===== src/rtl/pipe_ctrl_pkg.sv =====
// pipe_ctrl_pkg: shared state enum, stage record and tag sizing for the pipeline tag controller
package pipe_ctrl_pkg;

    localparam int NUM_TAGS = 72;
    localparam int TAG_W    = 7;
    localparam int SCNT_W   = 3;

    typedef enum logic [1:0] {IDLE = 2'd0, RUN = 2'd1, DRAIN = 2'd2, DONE = 2'd3} state_t;

    typedef struct packed {
        logic              valid;
        logic [TAG_W-1:0]  tag;
        logic [SCNT_W-1:0] scnt;
    } stage_tag_t;

    function automatic logic [TAG_W-1:0] next_tag(input logic [TAG_W-1:0] t);
        return (t == TAG_W'(NUM_TAGS - 1)) ? '0 : t + 1'b1;
    endfunction

endpackage


===== src/rtl/pipe_tag_stage.sv =====
// pipe_tag_stage: one pipeline stage record with hold (and saturating stall count), bubble and flush
module pipe_tag_stage
    import pipe_ctrl_pkg::*;
(
    input  logic       clk,
    input  logic       rst_n,
    input  stage_tag_t d_i,
    input  logic       hold_i,
    input  logic       bubble_i,
    input  logic       flush_i,
    input  logic       inc_i,
    output stage_tag_t q_o
);

    stage_tag_t q_q;

    always_ff @(posedge clk or negedge rst_n)
        if (!rst_n) q_q <= '0;
        else if (flush_i || bubble_i) q_q <= '0;
        else if (hold_i) q_q.scnt <= (inc_i && q_q.scnt != '1) ? q_q.scnt + 1'b1 : q_q.scnt;
        else q_q <= d_i;

    assign q_o = q_q;

endmodule


===== src/rtl/pipeline_tag_controller.sv =====
// pipeline_tag_controller: 5-stage sequencing and tag tracking; PIPE_PERF_CNT_EN adds perf counters
module pipeline_tag_controller
    import pipe_ctrl_pkg::*;
(
    input  logic              clk,
    input  logic              rst_n,
    input  logic              start,
    input  logic              stall_req,
    input  logic              flush_req,
    input  logic              halt_dec,
    output logic              pc_we,
    output logic              ifid_we,
    output logic              ifid_flush,
    output logic              idex_bubble,
    output logic              if_valid,
    output logic              id_valid,
    output logic              ex_valid,
    output logic              mem_valid,
    output logic              wb_valid,
    output logic [TAG_W-1:0]  if_tag,
    output logic [TAG_W-1:0]  id_tag,
    output logic [TAG_W-1:0]  ex_tag,
    output logic [TAG_W-1:0]  mem_tag,
    output logic [TAG_W-1:0]  wb_tag,
    output logic              retire,
    output logic [TAG_W-1:0]  retire_tag,
    output logic [SCNT_W-1:0] retire_stalls,
    output logic              done,
    output logic [1:0]        state,
    output logic [31:0]       cyc_cnt,
    output logic [31:0]       ret_cnt,
    output logic [31:0]       stall_cnt,
    output logic [31:0]       flush_cnt
);

    state_t           state_q, state_d;
    logic [TAG_W-1:0] tag_cnt_q, halt_tag_q;
    stage_tag_t       fetch, if_s, id_s, ex_s, mem_s, wb_s;
    logic             run, drain, stall_acc, flush_acc, halt_acc;

    assign run       = state_q == RUN;
    assign drain     = state_q == DRAIN;
    assign stall_acc = run && stall_req && id_s.valid;
    assign flush_acc = run && flush_req && !stall_req && id_s.valid;
    assign halt_acc  = run && halt_dec && !stall_req && id_s.valid;

    // Halt freezes IF so the instruction behind HLT is the one DRAIN kills
    assign pc_we       = run && !stall_acc && !halt_acc;
    assign ifid_we     = pc_we;
    assign ifid_flush  = flush_acc || halt_acc || drain;
    assign idex_bubble = stall_acc;
    assign fetch       = {1'b1, tag_cnt_q, SCNT_W'(0)};

    always_comb
        state_d = (state_q == IDLE && start) ? RUN :
                  halt_acc ? DRAIN :
                  (drain && wb_s.valid && wb_s.tag == halt_tag_q) ? DONE : state_q;

    always_ff @(posedge clk or negedge rst_n)
        if (!rst_n) begin
            state_q    <= IDLE;
            tag_cnt_q  <= '0;
            halt_tag_q <= '0;
        end else begin
            state_q <= state_d;
            if (pc_we) tag_cnt_q <= next_tag(tag_cnt_q);
            if (halt_acc) halt_tag_q <= id_s.tag;
        end

    pipe_tag_stage u_if  (.clk, .rst_n, .d_i(fetch), .hold_i(!pc_we),   .bubble_i(1'b0),        .flush_i(drain),      .inc_i(1'b0),      .q_o(if_s));
    pipe_tag_stage u_id  (.clk, .rst_n, .d_i(if_s),  .hold_i(!ifid_we), .bubble_i(1'b0),        .flush_i(ifid_flush), .inc_i(stall_acc), .q_o(id_s));
    pipe_tag_stage u_ex  (.clk, .rst_n, .d_i(id_s),  .hold_i(1'b0),     .bubble_i(idex_bubble), .flush_i(1'b0),       .inc_i(1'b0),      .q_o(ex_s));
    pipe_tag_stage u_mem (.clk, .rst_n, .d_i(ex_s),  .hold_i(1'b0),     .bubble_i(1'b0),        .flush_i(1'b0),       .inc_i(1'b0),      .q_o(mem_s));
    pipe_tag_stage u_wb  (.clk, .rst_n, .d_i(mem_s), .hold_i(1'b0),     .bubble_i(1'b0),        .flush_i(1'b0),       .inc_i(1'b0),      .q_o(wb_s));

    assign {if_valid, if_tag}   = {if_s.valid, if_s.tag};
    assign {id_valid, id_tag}   = {id_s.valid, id_s.tag};
    assign {ex_valid, ex_tag}   = {ex_s.valid, ex_s.tag};
    assign {mem_valid, mem_tag} = {mem_s.valid, mem_s.tag};
    assign {wb_valid, wb_tag}   = {wb_s.valid, wb_s.tag};
    assign retire        = wb_s.valid;
    assign retire_tag    = wb_s.tag;
    assign retire_stalls = wb_s.scnt;
    assign done          = state_q == DONE;
    assign state         = state_q;

`ifdef PIPE_PERF_CNT_EN
    logic [31:0] cyc_q, ret_q, stall_q, flush_q;

    always_ff @(posedge clk or negedge rst_n)
        if (!rst_n) begin
            cyc_q   <= '0;
            ret_q   <= '0;
            stall_q <= '0;
            flush_q <= '0;
        end else begin
            if (run || drain) cyc_q <= cyc_q + 32'd1;
            if (wb_s.valid) ret_q <= ret_q + 32'd1;
            if (stall_acc) stall_q <= stall_q + 32'd1;
            if (flush_acc) flush_q <= flush_q + 32'd1;
        end

    assign {cyc_cnt, ret_cnt, stall_cnt, flush_cnt} = {cyc_q, ret_q, stall_q, flush_q};
`else
    assign {cyc_cnt, ret_cnt, stall_cnt, flush_cnt} = '0;
`endif

endmodule


===== config.mk =====
export PLATFORM = sky130hd
export DESIGN_NAME = pipeline_tag_controller
export DESIGN_NICKNAME = d
export VERILOG_FILES = /design/src/rtl/pipe_ctrl_pkg.sv /design/src/rtl/pipe_tag_stage.sv /design/src/rtl/pipeline_tag_controller.sv
export SDC_FILE = /design/constraint.sdc
export NUM_CORES = 1
export LEC_CHECK = 0
export CAP_MARGIN = 10
export CORE_ASPECT_RATIO = 1.25
export CORE_UTILIZATION = 43
export CTS_CLUSTER_DIAMETER = 50
export DETAILED_ROUTE_END_ITERATION = 10
export PLACE_DENSITY = 0.86
export SYNTH_ARGS = -nofsm -noshare
export SYNTH_HDL_FRONTEND = slang
export SYNTH_SLANG_ARGS = --single-unit

===== constraint.sdc =====
create_clock -name clk -period 2.5 [get_ports clk]
set_clock_uncertainty 0.05 [all_clocks]
set_input_delay 0.375 -clock clk [delete_from_list [all_inputs] [get_ports clk]]
set_output_delay 0.375 -clock clk [all_outputs]
set_load 0.02 [all_outputs]

Clock wiring as the flow saved it:
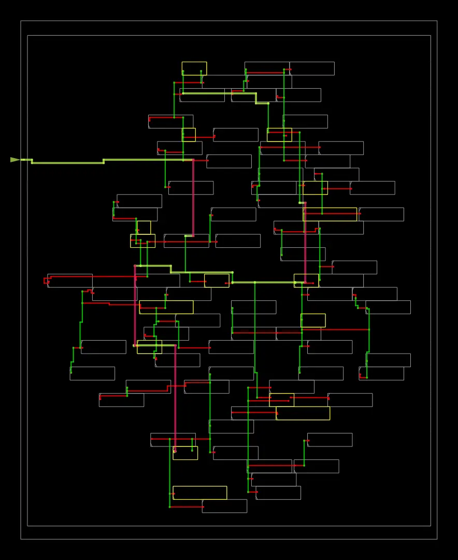
CTS sink count: 68
FFs & Latches: 68

Met3 routing:
Drawn at 4 px/µm.
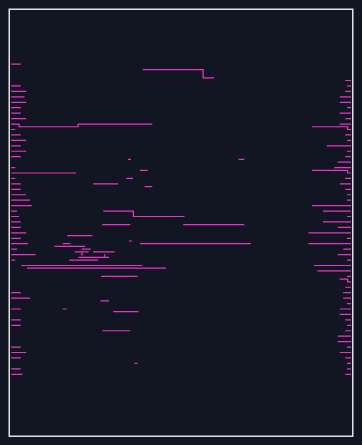
The layer holds 8.7% of the routed length. 114 nets have wire on it. The longest straight run is 34.5 µm. The wires run mostly horizontal. The layer carries 544 µm of wire.
Vias: 2115
final wirelength: 6256 µm
GR Util met3: 0.05202

Hierarchy map of the flops:
Drawn at 4 px/µm. Other sequential cells in the stronger gray, the rest of the logic in the fainter gray.
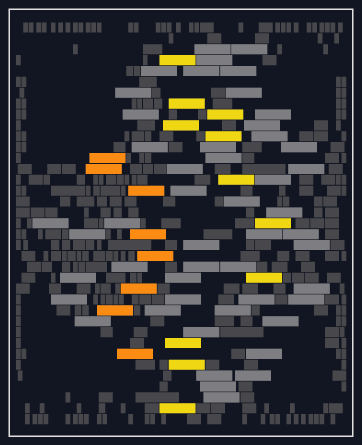
Key: `u_ex` = yellow [flops 11]; `u_if` = orange [flops 8]
Another 49 sequential cells are not colored.
post-route insts no fill: 501
Final Util: 0.4899
Die Size: 9094 µm²

Where the registers sit:
Drawn at 4 px/µm. Other sequential cells in the stronger gray, the rest of the logic in the fainter gray.
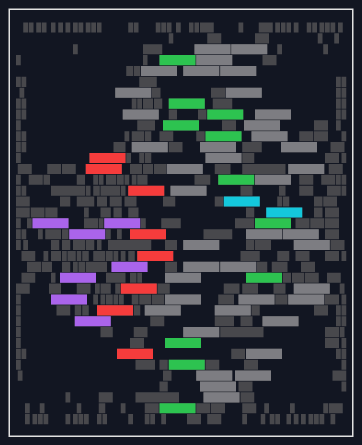
Key: `u_ex.q_o` = green [flops 11]; `state` = cyan [flops 2]; `u_if.q_o` = red [flops 8]; `tag_cnt_q` = purple [flops 7, where west]

Routed metal per tile:
Drawn at 4 px/µm. 17 x 21 tiles, from black (low) to pale yellow (high), scaled to the fullest tile. Values are wire area over tile area, all layers added.
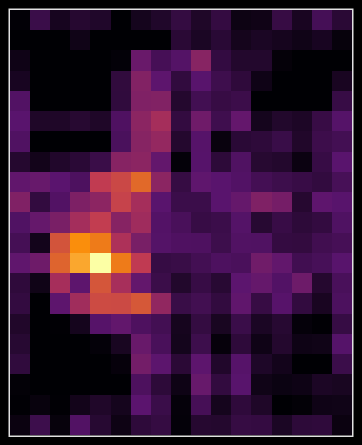
The fullest tile reaches 0.69. 4.8% of the tiles are over half the peak. The mean over all tiles is 0.11. The densest ninth of the die: west. 19% of the tiles are nearly empty. The emptiest ninth of the die: north-west.

per-stage QoR:
step           std cells  setup WS, ns  power, W
2_1_floorplan        483        0.8474  0.003081
3_3_place_gp         484        0.1836  0.003484
3_5_place_dp         484        0.1232  0.003543
4_1_cts              501        0.1138  0.004764
5_1_grt              501       0.02700  0.004965
6_report             501        0.1214  0.004731
per-layer routing:
layer,global-route usage,vias up,part of all wire
met5,0,-,0
met1,0.1603,998,0.38
met4,0.07143,0,0.023
met2,0.2303,146,0.51
met3,0.05202,16,0.087
li1,-,955,-
registers in the layout (all words and copies together) (netlist names):
signal	cells
u_wb.q_o	11
u_id.q_o	11
u_ex.q_o	11
state	2
halt_tag_q	7
tag_cnt_q	7
u_if.q_o	8
u_mem.q_o	11
worst max-delay path, delay by kind of cell:
| family | cells | cell delay (ns) |
|---|---|---|
| buf+inv | 3 | 1.21 |
| simple gates | 1 | 0.09 |
| compound gates | 1 | 0.28 |
kinds of logic (layout without fill, tap and decap cells):
group / Yosys count / after routing
buf+inv: 170 / 91
compound gates: 25 / 25
simple gates: 69 / 69
other cells: 1 / 128
xor+xnor: 10 / 10
flops: 68 / 68
mux: 10 / 10
fa+ha+maj: 3 / 3
layout make-up:
cell class	instances	area (µm²)
clock buffers	10	137.6
clock inverters	6	135.1
repair buffers	71	700.7
multi-input cells	245	1271
well taps	97	121.4
fillers	746	4250
inverters	4	15.01
flip-flops and latches	68	1702
path summary, 6_finish.rpt:
check / end / depth (start not counted)
worst max-delay path: ifid_we / 5
worst min-delay path: u_wb.q_o[0]$_DFF_PN0_ / 0
worst max register to register: halt_tag_q[1]$_DFFE_PN0P_ / 4
worst min register to register: u_wb.q_o[0]$_DFF_PN0_ / 0
max in group asynchronous: u_wb.q_o[9]$_DFF_PN0_ / 3
min in group asynchronous: u_ex.q_o[5]$_DFF_PN0_ / 2
power groups by stage:
stage / registers [W] / clock network (W) / logic [W]
after floorplan: 0.00180 / 0 / 0.00128
after global placement: 0.00173 / 0 / 0.00175
after detailed placement: 0.00175 / 0 / 0.00179
after CTS: 0.00173 / 0.00123 / 0.00181
after global routing: 0.00178 / 0.00128 / 0.00191
final: 0.00173 / 0.00121 / 0.00179
layout by cell type, fill, tap and decap left out, types with 3 or more instances in the layout:
cell and n:
a21oi_1 5, a22o_1 9, and2_1 11, buf_4 6, bufinv_16 4, clkbuf_8 10, clkdlybuf4s50_1 62, conb_1 128
dfrtp_1 68, ha_1 3, inv_1 3, mux2_2 8, nand2_1 25, nand3_1 10, nor2_1 6, o21ai_0 4
xnor2_1 3, xor2_1 7
what timing repair did:
| action | CTS | global route |
|---|---|---|
| hold buffers | 1 | 0 |
| hold endpoints to repair | 23 | 0 |
| resized | 0 | 0 |
==> GITHUB_STEP_SUMMARY <==
### Yosys + OpenROAD results

| Metric | Value |
|---|---|
| Final instance area | `4083 µm²` |
| Power density of the placed cells | `1159 nW/µm²` |
| Crit-path max cell delay | `0.60 ns` |
| Worst reg2reg setup slack | `0.87 ns` |
| Yosys Instances | `356` |
| Crit path max-delay cell type | `clkdlybuf4s50_1` |
| Core area | `8333 µm²` |
| Seq pwr share | `0.366` |
| PortBufs | `63` |
| Hold slack | `0.2998 ns` |
| Simple-Gate Area Share | `0.1002` |
| Insertion Delay late pin | `0.34 ns` |
| Status | `completed` |
| Final Setup Violations | `0` |
| Hold Crit Start | `u_mem.q_o[0]$_DFF_PN0_` |
| Die Wd | `85.50 µm` |
| Tool Warnings | `26` |
| Antenna diode count | `0` |
| MUX share of area | `0.02938` |
| Clock Power Share | `0.256` |
| Post-DR vias/cell | `4.222` |
| Cell Area, Synth | `3747 µm²` |
| H-tree Lvls | `3` |
| Leak | `2.133 nW` |
| Top cells by count | `158 x buf_4, 68 x dfrtp_1, 25 x nand2_1` |
| Yosys top cell by instances | `buf_4` |
| Global-route wire length before repair | `9370 µm` |
| Initial antenna violation count | `0` |
| Top cells by area | `dfrtp_1 45%, buf_4 32%, nand2_1 2.5%, mux2_2 2.4%, a22o_1 2.1%` |
| Worst-margin pin slew | `0.6058 ns` |
| Fin nets | `408` |
Power and IR drop assume default switching activity.
